Fig. 1: routed clock nets over the placement
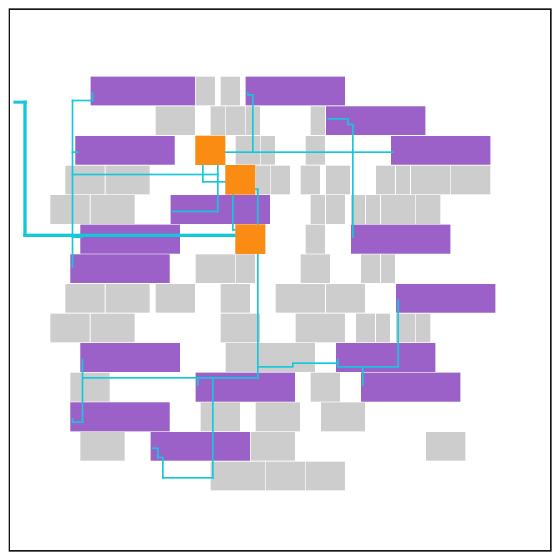
Fig. 2: sizing map
The bar under the picture is 10 µm long.
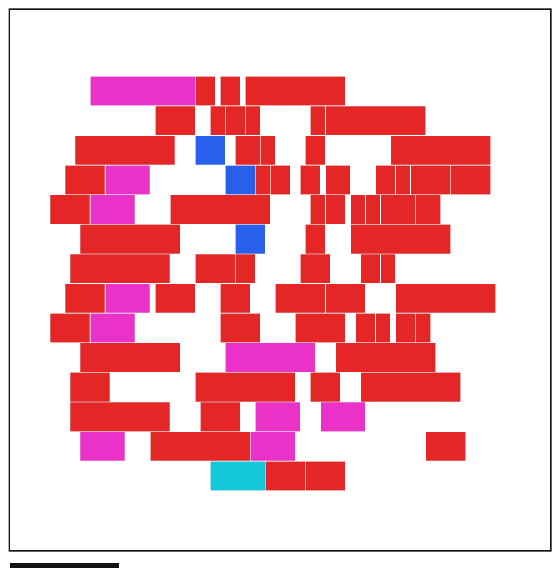
Fig. 3: the clock network
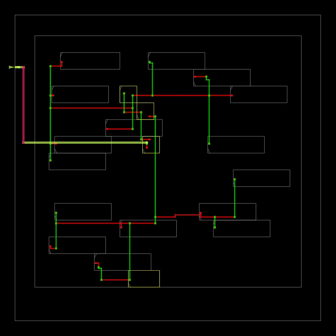
**src/rtl/uart_tx.sv**
```systemverilog
// uart_tx: UART transmit serialiser.
// Sends start bit, LSB-first data, optional parity, then stop bit,
// one line bit per CLK cycle. A new word may be accepted in IDLE, or
// during the stop bit so that frames run back-to-back with no idle gap.
// Optional feature macro: UART_TX_PARITY_EN (parity bit support).
// Without it, Parity_EN and Parity_type are accepted but ignored.
module uart_tx #(
    parameter int width = 8
) (
    input  logic             CLK,
    input  logic             Reset,
    input  logic [width-1:0] P_Data,
    input  logic             Data_valid,
    input  logic             Parity_EN,
    input  logic             Parity_type,
    output logic             TX_OUT,
    output logic             Busy
);

    localparam int CNT_W = $clog2(width);
    localparam logic [CNT_W-1:0] LAST_BIT = CNT_W'(width - 1);

    typedef enum logic [2:0] {
        IDLE,
        START,
        DATA,
        PARITY,
        STOP
    } state_t;

    state_t             state_q;
    logic [CNT_W-1:0]   cnt_q;
    logic [width-1:0]   data_q;
    logic               tx_q;
    logic               busy_q;
    logic               accept_d;

    // A word is taken only when the line is idle or finishing a stop bit.
    assign accept_d = Data_valid && ((state_q == IDLE) || (state_q == STOP));

`ifdef UART_TX_PARITY_EN
    logic par_en_q;
    logic parity_q;
    logic parity_d;

    // Even parity over the data, inverted when odd parity is requested.
    assign parity_d = (^P_Data) ^ Parity_type;
`else
    logic unused_parity_inputs;

    // Parity controls have no effect in this build.
    assign unused_parity_inputs = Parity_EN ^ Parity_type;
`endif

    // Frame sequencer; the line bit is registered together with the state
    // so that TX_OUT always reflects the bit of the current state.
    always_ff @(posedge CLK or negedge Reset) begin
        if (!Reset) begin
            state_q  <= IDLE;
            cnt_q    <= '0;
            data_q   <= '0;
            tx_q     <= 1'b1;
            busy_q   <= 1'b0;
`ifdef UART_TX_PARITY_EN
            par_en_q <= 1'b0;
            parity_q <= 1'b0;
`endif
        end else begin
            // Frame contents are frozen at the accepting edge.
            if (accept_d) begin
                data_q   <= P_Data;
`ifdef UART_TX_PARITY_EN
                par_en_q <= Parity_EN;
                parity_q <= parity_d;
`endif
            end

            case (state_q)
                IDLE: begin
                    if (accept_d) begin
                        state_q <= START;
                        tx_q    <= 1'b0;
                        busy_q  <= 1'b1;
                    end
                end
                START: begin
                    state_q <= DATA;
                    cnt_q   <= '0;
                    tx_q    <= data_q[0];
                end
                DATA: begin
                    if (cnt_q == LAST_BIT) begin
`ifdef UART_TX_PARITY_EN
                        if (par_en_q) begin
                            state_q <= PARITY;
                            tx_q    <= parity_q;
                        end else begin
                            state_q <= STOP;
                            tx_q    <= 1'b1;
                        end
`else
                        state_q <= STOP;
                        tx_q    <= 1'b1;
`endif
                    end else begin
                        cnt_q <= cnt_q + 1'b1;
                        tx_q  <= data_q[cnt_q + 1'b1];
                    end
                end
`ifdef UART_TX_PARITY_EN
                PARITY: begin
                    state_q <= STOP;
                    tx_q    <= 1'b1;
                end
`endif
                STOP: begin
                    // Back-to-back accept goes straight to the next start bit.
                    state_q <= accept_d ? START : IDLE;
                    tx_q    <= ~accept_d;
                    busy_q  <= accept_d;
                end
                default: begin
                    state_q <= IDLE;
                    tx_q    <= 1'b1;
                    busy_q  <= 1'b0;
                end
            endcase
        end
    end

    assign TX_OUT = tx_q;
    assign Busy   = busy_q;

endmodule
```
**config.mk**
```make
export PLATFORM = sky130hd
export DESIGN_NAME = uart_tx
export DESIGN_NICKNAME = d
export VERILOG_FILES = /design/src/rtl/uart_tx.sv
export SDC_FILE = /design/constraint.sdc
export NUM_CORES = 1
export LEC_CHECK = 0
export CORE_MARGIN = 3
export CORE_UTILIZATION = 40
export DETAILED_ROUTE_END_ITERATION = 10
export SLEW_MARGIN = 20
export SYNTH_ARGS = -nofsm -noshare
export SYNTH_HDL_FRONTEND = slang
export SYNTH_SLANG_ARGS = --single-unit
```
**constraint.sdc**
```tcl
create_clock -name CLK -period 3.25 [get_ports CLK]
set_input_delay 0.4875 -clock CLK [delete_from_list [all_inputs] [get_ports CLK]]
set_output_delay 0.4875 -clock CLK [all_outputs]
set_load 0.02 [all_outputs]
```
==> flow_summary.ini <==
; generated from flow reports
[sta]
period_used_pct = 62.2
worst_slack_ns = 1.23
hold_violations = 0
tns_ns = 0

[clock_tree]
clk_pin_slew_ns = 0.10
hold_buffers = 0
ctsResizeCount = 0

[grt]
met3_usage_pct = 4.23
use_met1_pct = 14.1
grt_max_degree = 17
grt-ovfl-total = 0

[power_and_ir_drop]
p_sw_mw = 0.270
p_seq_mw = 0.363
p_total_mw = 0.806
p_comb_mw = 0.312
intPower_mw = 0.535
seqPwrFrac_pct = 45.0
leakagePower_nw = 0.400

[layout]
drive_gt1_share_pct = 17.7
n_antenna_cell = 0

[setup_path]
crit_top_cell = ha_1
arrival_ns = 2.22
critPathKind = reg2reg
cpMaxStageDelayCell = dfrtp_1
worst-path-buf-inv = 0
path_cells = ha_1 -> ha_1 -> mux4_2 -> a2111oi_1 -> o21ai_1

[synthesis]
top_logic_kind = multiplexers
area_leaders = dfrtp_1, mux2_2, mux2i_1
synth.cell_area_um2 = 761
synth_cell_types = 22
avgSynthCellArea_um2 = 11.5
async_reset_ff_share_pct = 100
synth.cellmix.simpleShare_pct = 9.38
ys.warnings.count = 0
synth_top_area_share_pct = 49.3

[worst_hold_path]
min_from = data_q[4]

[routing]
vias = 513
drc = 0
wire_per_inst_um = 11.7

[placement]
globalplace.congestion = 0.835
dpl_worst_slack_ns = 1.20

[status]
outcome = complete, no violations

[floorplan]
chipArea_mm2 = 0.00246
About Fig. 1:
[purple] flip-flops | count: 16
[cyan] clock wires | length: 204 µm
[orange] cells driving clock nets | count: 3
routed clock nets: 4
clock network power share: 16.2%
clk latency late pin: 0.28 ns

About Fig. 2:
| color | size | cells | most used |
|---|---|---|---|
| red | drive 1 or less | 65 | dfrtp_1 |
| cyan | drive 6 and up | 1 | clkbuf_8 |
| magenta | drive 2 | 10 | mux2_2 |
| blue | drive 3 to 4 | 3 | clkbuf_4 |
area grow syn2layout: 21.9%
Buffers, non-clock: 12
final instance area: 927 µm²

About Fig. 3:
clock-net power: 0.130 mW
CTS sink count: 16
Post-Route Skew: 0.00407 ns
flop count: 16
CTS Buf Count: 3

==> Yosys cell counts, types with 2 or more instances <==
library cell / count
a21oi_1: 3
a22oi_1: 2
buf_2: 2
dfrtp_1: 15
ha_1: 2
inv_1: 4
mux2_2: 8
mux2i_1: 3
nand2_1: 5
nor2_1: 3
nor3_1: 3
o21ai_0: 6
==> metrics by stage <==
step	instance area [µm²]	std cells	utilization (%)
after global routing	927	104	52.6
after global placement	891	100	50.5
after floorplan	761	66	-
after detailed placement	891	100	50.5
after CTS	927	104	52.6
final	927	104	52.6
==> final cells by class <==
type	count	area [µm²]	area share [%]
Sequential cell	16	402	43.3
Clock buffer	4	36.3	3.91
Multi-Input combinational cell	43	323	34.8
Tap cell	25	31.3	3.37
Inverter	4	15.0	1.62
Timing Repair Buffer	12	120	13.0
No activity file was given, so power comes from the tool's default toggle rates.
